$ cat src/rtl/dev_bridge_if.sv
// dev_bridge_if: CPU memory-mapped data port as seen by dev_bridge.
//
// Handshake: cpu_req_i is the request valid. The CPU raises it with
// cpu_we_i/cpu_addr_i/cpu_wdata_i stable and holds all four until it sees
// cpu_ack_o=1 for one cycle. cpu_ack_o is the single-cycle completion (the
// "ready" side); cpu_rdata_o and cpu_err_o are meaningful only in that cycle
// and are 0 otherwise. The request is accepted on the first rising edge that
// finds the bridge idle with cpu_req_i=1; a request left high after the ack
// starts the next transaction.
//
// Signals:
//   cpu_req_i    request valid
//   cpu_we_i     1 = store, 0 = load
//   cpu_addr_i   byte address
//   cpu_wdata_i  store data
//   cpu_rdata_o  load data (valid with ack)
//   cpu_ack_o    one-cycle completion pulse
//   cpu_err_o    decode error (valid with ack)
interface dev_bridge_if;
  logic        cpu_req_i;
  logic        cpu_we_i;
  logic [31:0] cpu_addr_i;
  logic [31:0] cpu_wdata_i;
  logic [31:0] cpu_rdata_o;
  logic        cpu_ack_o;
  logic        cpu_err_o;

  // CPU side
  modport master (
    output cpu_req_i, cpu_we_i, cpu_addr_i, cpu_wdata_i,
    input  cpu_rdata_o, cpu_ack_o, cpu_err_o
  );

  // Bridge side
  modport slave (
    input  cpu_req_i, cpu_we_i, cpu_addr_i, cpu_wdata_i,
    output cpu_rdata_o, cpu_ack_o, cpu_err_o
  );
endinterface

$ cat src/rtl/dev_bridge.sv
// dev_bridge: sequential bridge from the CPU data port to two timer/counter
// devices (TC0 at BASE0, TC1 at BASE1). One CPU access at a time is decoded
// to a device and word offset, presented to the device bus for exactly one
// cycle, and acknowledged the following cycle. Device interrupt lines are
// registered once into the CPU hardware-interrupt vector.
//
// Ports:
//   clk_i, rst_i         clock, synchronous active-high reset
//   cpu                  CPU data port (dev_bridge_if.slave)
//   dev_add_o            word offset to both devices (valid in ACCESS)
//   dev_dat_o            write data to both devices (valid in ACCESS)
//   dev0_we_o/dev1_we_o  per-device write strobe (ACCESS, stores only)
//   dev0_dat_i/dev1_dat_i device read data, combinational from dev_add_o
//   dev0_irq_i/dev1_irq_i device interrupt requests
//   hwint_o              CPU interrupt vector: [1:0] = irq delayed 1 cycle
//   dbg_state_o          FSM state (0 IDLE, 1 ACCESS, 2 RESP)
module dev_bridge #(
  parameter logic [31:0] BASE0  = 32'h0000_7F00,
  parameter logic [31:0] BASE1  = 32'h0000_7F10,
  parameter int          DEV_AW = 2
) (
  input  logic              clk_i,
  input  logic              rst_i,
  dev_bridge_if.slave       cpu,
  output logic [DEV_AW:1]   dev_add_o,
  output logic [31:0]       dev_dat_o,
  output logic              dev0_we_o,
  output logic              dev1_we_o,
  input  logic [31:0]       dev0_dat_i,
  input  logic [31:0]       dev1_dat_i,
  input  logic              dev0_irq_i,
  input  logic              dev1_irq_i,
  output logic [5:0]        hwint_o,
  output logic [1:0]        dbg_state_o
);

  localparam int HI = DEV_AW + 2;
  // Word indices 0..2 are CTRL, PRESET, COUNT; anything at or above is a miss.
  localparam logic [DEV_AW-1:0] IDX_LIMIT = DEV_AW'(3);

  typedef enum logic [1:0] {
    IDLE   = 2'd0,
    ACCESS = 2'd1,
    RESP   = 2'd2
  } state_t;

  state_t state;
  logic   sel1_q;   // access targets TC1 (else TC0)
  logic   we_q;     // access is a store

  logic [DEV_AW-1:0] word_idx;
  logic              aligned;
  logic              idx_ok;
  logic              hit0;
  logic              hit1;

  assign word_idx = cpu.cpu_addr_i[DEV_AW+1:2];
  assign aligned  = (cpu.cpu_addr_i[1:0] == 2'b00);
  assign idx_ok   = (word_idx < IDX_LIMIT);
  assign hit0     = (cpu.cpu_addr_i[31:HI] == BASE0[31:HI]) && aligned && idx_ok;
  assign hit1     = (cpu.cpu_addr_i[31:HI] == BASE1[31:HI]) && aligned && idx_ok;

  assign dbg_state_o = state;

  always_ff @(posedge clk_i) begin
    if (rst_i) begin
      state           <= IDLE;
      sel1_q          <= 1'b0;
      we_q            <= 1'b0;
      cpu.cpu_ack_o   <= 1'b0;
      cpu.cpu_err_o   <= 1'b0;
      cpu.cpu_rdata_o <= 32'h0;
      dev_add_o       <= '0;
      dev_dat_o       <= 32'h0;
      dev0_we_o       <= 1'b0;
      dev1_we_o       <= 1'b0;
      hwint_o         <= 6'h0;
    end else begin
      // Interrupts pass straight through one register; no latching.
      hwint_o <= {4'b0000, dev1_irq_i, dev0_irq_i};

      // Every bus output is a one-cycle pulse; default them low and let the
      // state that owns them raise them for the following cycle.
      cpu.cpu_ack_o   <= 1'b0;
      cpu.cpu_err_o   <= 1'b0;
      cpu.cpu_rdata_o <= 32'h0;
      dev_add_o       <= '0;
      dev_dat_o       <= 32'h0;
      dev0_we_o       <= 1'b0;
      dev1_we_o       <= 1'b0;

      case (state)
        IDLE: begin
          if (cpu.cpu_req_i) begin
            if (hit0 || hit1) begin
              state     <= ACCESS;
              sel1_q    <= hit1;
              we_q      <= cpu.cpu_we_i;
              dev_add_o <= word_idx;
              dev_dat_o <= cpu.cpu_wdata_i;
              dev0_we_o <= cpu.cpu_we_i & hit0;
              dev1_we_o <= cpu.cpu_we_i & hit1;
            end else begin
              // Decode miss skips the device bus entirely.
              state         <= RESP;
              cpu.cpu_ack_o <= 1'b1;
              cpu.cpu_err_o <= 1'b1;
            end
          end
        end
        ACCESS: begin
          // Load data is the device value at the edge that ends ACCESS,
          // the same edge at which a store lands in the device.
          state         <= RESP;
          cpu.cpu_ack_o <= 1'b1;
          if (!we_q) begin
            cpu.cpu_rdata_o <= sel1_q ? dev1_dat_i : dev0_dat_i;
          end
        end
        RESP: begin
          state <= IDLE;
        end
        default: begin
          state <= IDLE;
        end
      endcase
    end
  end

endmodule

$ cat src/flat_wrapper.sv
// flat-port wrapper written by rule: the top's interface ports become plain ports
module dev_bridge_flat 
#(
  parameter logic [31:0] BASE0  = 32'h0000_7F00,
  parameter logic [31:0] BASE1  = 32'h0000_7F10,
  parameter int          DEV_AW = 2
)
  (clk_i, rst_i, dev_add_o, dev_dat_o, dev0_we_o, dev1_we_o, dev0_dat_i, dev1_dat_i, dev0_irq_i, dev1_irq_i, hwint_o, dbg_state_o, cpu_cpu_req_i, cpu_cpu_we_i, cpu_cpu_addr_i, cpu_cpu_wdata_i, cpu_cpu_rdata_o, cpu_cpu_ack_o, cpu_cpu_err_o);
  dev_bridge_if cpu_i ();
  input  logic clk_i;
  input  logic rst_i;
  output logic [DEV_AW:1] dev_add_o;
  output logic [31:0] dev_dat_o;
  output logic dev0_we_o;
  output logic dev1_we_o;
  input  logic [31:0] dev0_dat_i;
  input  logic [31:0] dev1_dat_i;
  input  logic dev0_irq_i;
  input  logic dev1_irq_i;
  output logic [5:0] hwint_o;
  output logic [1:0] dbg_state_o;
  input wire logic [$bits(cpu_i.cpu_req_i)-1:0] cpu_cpu_req_i;
  input wire logic [$bits(cpu_i.cpu_we_i)-1:0] cpu_cpu_we_i;
  input wire logic [$bits(cpu_i.cpu_addr_i)-1:0] cpu_cpu_addr_i;
  input wire logic [$bits(cpu_i.cpu_wdata_i)-1:0] cpu_cpu_wdata_i;
  output wire logic [$bits(cpu_i.cpu_rdata_o)-1:0] cpu_cpu_rdata_o;
  output wire logic [$bits(cpu_i.cpu_ack_o)-1:0] cpu_cpu_ack_o;
  output wire logic [$bits(cpu_i.cpu_err_o)-1:0] cpu_cpu_err_o;
  assign cpu_i.cpu_req_i = cpu_cpu_req_i;
  assign cpu_i.cpu_we_i = cpu_cpu_we_i;
  assign cpu_i.cpu_addr_i = cpu_cpu_addr_i;
  assign cpu_i.cpu_wdata_i = cpu_cpu_wdata_i;
  assign cpu_cpu_rdata_o = cpu_i.cpu_rdata_o;
  assign cpu_cpu_ack_o = cpu_i.cpu_ack_o;
  assign cpu_cpu_err_o = cpu_i.cpu_err_o;
  dev_bridge #(.BASE0(BASE0), .BASE1(BASE1), .DEV_AW(DEV_AW)) u_core (.clk_i(clk_i), .rst_i(rst_i), .cpu(cpu_i), .dev_add_o(dev_add_o), .dev_dat_o(dev_dat_o), .dev0_we_o(dev0_we_o), .dev1_we_o(dev1_we_o), .dev0_dat_i(dev0_dat_i), .dev1_dat_i(dev1_dat_i), .dev0_irq_i(dev0_irq_i), .dev1_irq_i(dev1_irq_i), .hwint_o(hwint_o), .dbg_state_o(dbg_state_o));
endmodule
$ cat config.mk
export PLATFORM = sky130hd
export DESIGN_NAME = dev_bridge_flat
export DESIGN_NICKNAME = d
export VERILOG_FILES = /design/src/rtl/dev_bridge_if.sv /design/src/rtl/dev_bridge.sv /design/src/flat_wrapper.sv
export SDC_FILE = /design/constraint.sdc
export NUM_CORES = 1
export LEC_CHECK = 0
export ABC_AREA = 1
export CORE_UTILIZATION = 29
export DETAILED_ROUTE_END_ITERATION = 6
export GPL_ROUTABILITY_DRIVEN = 0
export MAX_ROUTING_LAYER = met4
export PLACE_DENSITY = 0.77
export SYNTH_ARGS = -nofsm -noshare
export SYNTH_HDL_FRONTEND = slang
export SYNTH_SLANG_ARGS = --single-unit
$ cat constraint.sdc
create_clock -name clk_i -period 1 [get_ports clk_i]
set_input_delay 0.2 -clock clk_i [delete_from_list [all_inputs] [get_ports clk_i]]
set_output_delay 0.2 -clock clk_i [all_outputs]
set_load 0.01 [all_outputs]
**Run 1: congestion heat map**

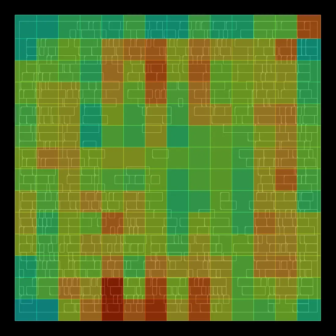
met2 global-route usage: 34.34%
GR peak layer: met2
GRT Util Overall: 18.88%
Routed WL per cell: 13.54 um
met1 Track Usage GR: 19.65%

**Run 1: cells colored by class**

Bar = 20 um.
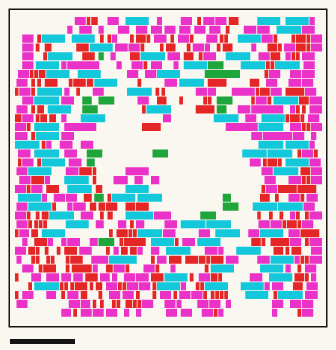
| color | class | cells | share of their area |
|---|---|---|---|
| cyan | flip-flops | 76 | 30% |
| red | all other logic | 232 | 25% |
| magenta | other buffers and delay cells | 230 | 42% |
| green | clock drivers and dummy loads | 16 | 3.8% |
post-route cell area: 5468 um2
row count: 34

==> flow_summary.yaml, run 1 <==
# implementation run metrics
synth:
  ys_seq_share_pct: 57.88
  ys_ff: 76
  yosysWarnings: 0
  async_flop_share_pct: 0
  synthSimpleGateAreaFrac_pct: 24.42
  aoi_share_pct: 6.092
  topCellsByArea: "dfxtp_1 58%, nand2_1 12%, inv_1 6.6%, nor2_1 6.4%, a21oi_1 6.1%"
  synth_top_area_share_pct: 57.88
  synth_cell_type_count: 18
  logic_family: "simple AND/OR/NAND/NOR gates"
power_and_ir_drop:
  p_total_mw: 6.076
  seq_power_share_pct: 50.0
  p_per_area_nw_per_um2: 1111
  power_switching_mw: 1.389
  power_leader: "sequential cells"
  combPwrFrac_pct: 11.7
  swShare_pct: 22.87
routing:
  ant_nets: 0
  drt-total-wl_um: 8979
  top_layer_used: "met4"
  dr.first_iter.drc_count: 42
  drt-met1-wl_um: 3474
  drc: 0
critical_path:
  crit_chain: "nor3b_4 -> nand3_4 -> buf_6 -> buf_16 -> nor2_2"
  crit_type: "reg2reg"
  r2r_slack_ps: -210
  reg2regPathDepth: 5
  critPathMaxStageDelay_ps: 370
  critPathBufInv: 2
clock_network:
  cts_resized: 408
  cts-root-buf: "clkbuf_8"
  htreeDepth: 3
job:
  warnings: 29
timing:
  rsz0062_at_grt: "true"
  finalCriticalPeriod_ps: 1213
  setup_viol: 73
  finalHoldWorstSlack_ps: 178.3
  setup_slack_ps: -212.9
outcome:
  status: "complete, but fails checks"
  violations: "negative setup slack"
cells_and_area:
  n_all_inverters: 46
  utilization_pct: 62.39
  combGateArea_um2: 1155
  stdcell_count: 663
  comb_cells: 186
floorplan:
  coreArea_um2: 8763
  taps: 108
global_route:
  grt_pass1_vias: 2887
placed_design:
  place_area_um2: 4891
**Run 1: drive-strength map**

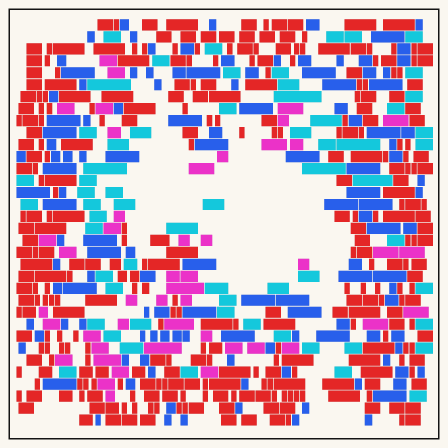
| color | size | cells |
|---|---|---|
| blue | drive 2 | 127 |
| magenta | drive 3 to 4 | 46 |
| red | drive 1 or less | 319 |
| cyan | drive 6 and up | 62 |
worst setup margin: -212.9 ps
Non-clk bufs: 230
area delta synth->final: 108.0%

**Run 1: nets reached from selected ports**

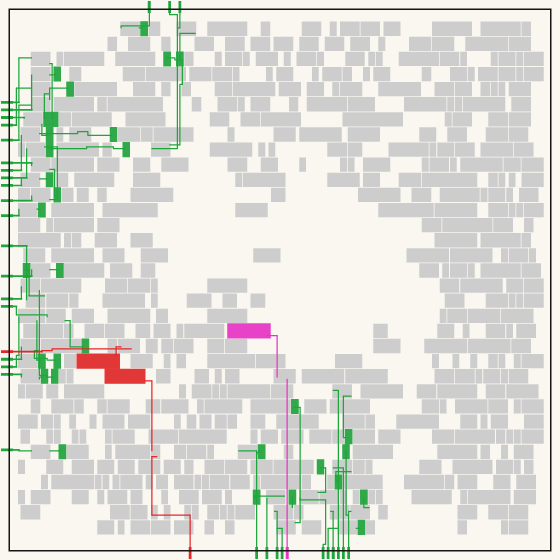
| color | port | bits | direction | end cells | buffers | wire |
|---|---|---|---|---|---|---|
| green | `cpu_cpu_wdata_i` | 32 | input | 32 | 32 | 509 um |
| red | `dev_add_o` | 2 | output | 2 | 2 | 62.8 um |
| magenta | `cpu_cpu_err_o` | 1 | output | 1 | 1 | 39.8 um |
IO Port Bufs: 207
# IOs: 212

==> run 1 -> run 2 <==
--- a/config.mk
+++ b/config.mk
@@ -11,6 +11,7 @@
 export GPL_ROUTABILITY_DRIVEN = 0
 export MAX_ROUTING_LAYER = met4
 export PLACE_DENSITY = 0.77
+export SLEW_MARGIN = 20
 export SYNTH_ARGS = -nofsm -noshare
 export SYNTH_HDL_FRONTEND = slang
 export SYNTH_SLANG_ARGS = --single-unit
**Run 2: drive-strength map**

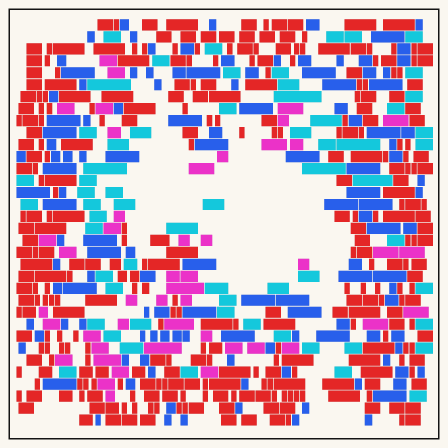

==> flow_summary.yaml, run 2 <==
# implementation run metrics
routing:
  drc: 0
  drt-total-wl_um: 8979
  dr.first_iter.drc_count: 42
  wl_per_cell_um: 13.54
  ant_nets: 0
clock_network:
  htreeDepth: 3
  cts-root-buf: "clkbuf_8"
  cts_resized: 408
power_and_ir_drop:
  swShare_pct: 22.87
  power_switching_mw: 1.389
  power_leader: "sequential cells"
  combPwrFrac_pct: 11.7
  seq_power_share_pct: 50.0
global_route:
  use_met2_pct: 34.34
  grt_pass1_vias: 2887
  track_usage_pct: 18.88
timing:
  setup_slack_ps: -212.9
  finalCriticalPeriod_ps: 1213
  setup_viol: 73
placed_design:
  place_area_um2: 4891
synth:
  synth_top_area_share_pct: 57.88
  async_flop_share_pct: 0
  synthSimpleGateAreaFrac_pct: 24.42
  logic_family: "simple AND/OR/NAND/NOR gates"
  ys_seq_share_pct: 57.88
  yosysWarnings: 0
  ys_ff: 76
cells_and_area:
  utilization_pct: 62.39
  stdcell_count: 663
  n_all_inverters: 46
  comb_cells: 186
critical_path:
  r2r_slack_ps: -210
floorplan:
  taps: 108
  coreArea_um2: 8763
  row_count: 34
outcome:
  status: "complete, but fails checks"
  violations: "negative setup slack"
==> run 2 -> run 3 <==
--- a/config.mk
+++ b/config.mk
@@ -11,6 +11,7 @@
 export GPL_ROUTABILITY_DRIVEN = 0
 export MAX_ROUTING_LAYER = met4
 export PLACE_DENSITY = 0.77
+export SETUP_SLACK_MARGIN = 0.4
 export SLEW_MARGIN = 20
 export SYNTH_ARGS = -nofsm -noshare
 export SYNTH_HDL_FRONTEND = slang
**Run 3: nets reached from selected ports**

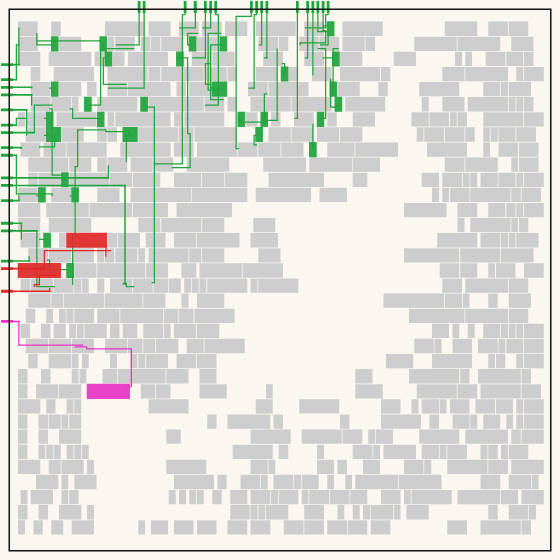
| color | port | bits | direction | end cells | buffers | wire |
|---|---|---|---|---|---|---|
| magenta | `cpu_cpu_err_o` | 1 | output | 1 | 1 | 35.1 um |
| green | `cpu_cpu_wdata_i` | 32 | input | 32 | 32 | 678 um |
| red | `dev_add_o` | 2 | output | 2 | 2 | 36.3 um |

==> flow_summary.yaml, run 3 <==
# implementation run metrics
routing:
  drt-met1-wl_um: 3447
  drc: 0
  dr.first_iter.drc_count: 54
  ant_nets: 0
  top_layer_used: "met4"
  drt-total-wl_um: 9330
critical_path:
  reg2regPathDepth: 5
  critPathBufInv: 2
  crit_chain: "buf_6 -> nand2_2 -> or2_4 -> clkbuf_16 -> a21oi_2"
  crit_type: "reg2reg"
power_and_ir_drop:
  combPwrFrac_pct: 11.6
  power_leader: "sequential cells"
  swShare_pct: 22.01
  p_per_area_nw_per_um2: 1138
  power_switching_mw: 1.421
synth:
  yosysWarnings: 0
  aoi_share_pct: 6.092
  async_flop_share_pct: 0
  synth_top_area_share_pct: 57.88
  topCellsByArea: "dfxtp_1 58%, nand2_1 12%, inv_1 6.6%, nor2_1 6.4%, a21oi_1 6.1%"
  ys_ff: 76
  synth_cell_type_count: 18
cells_and_area:
  stdcell_area_um2: 5674
  combGateArea_um2: 1255
  n_all_inverters: 46
  buffers: 238
  utilization_pct: 64.75
  comb_cells: 186
  stdcell_count: 670
floorplan:
  row_count: 34
  io_pins: 212
  coreArea_um2: 8763
timing:
  finalCriticalPeriod_ps: 1212
  setup_viol: 73
  setup_slack_ps: -211.8
global_route:
  use_met1_pct: 20.25
  gr-max-usage-layer: "met2"
clock_network:
  cts-root-buf: "clkbuf_8"
  htreeDepth: 3
outcome:
  status: "complete, but fails checks"
  violations: "negative setup slack"
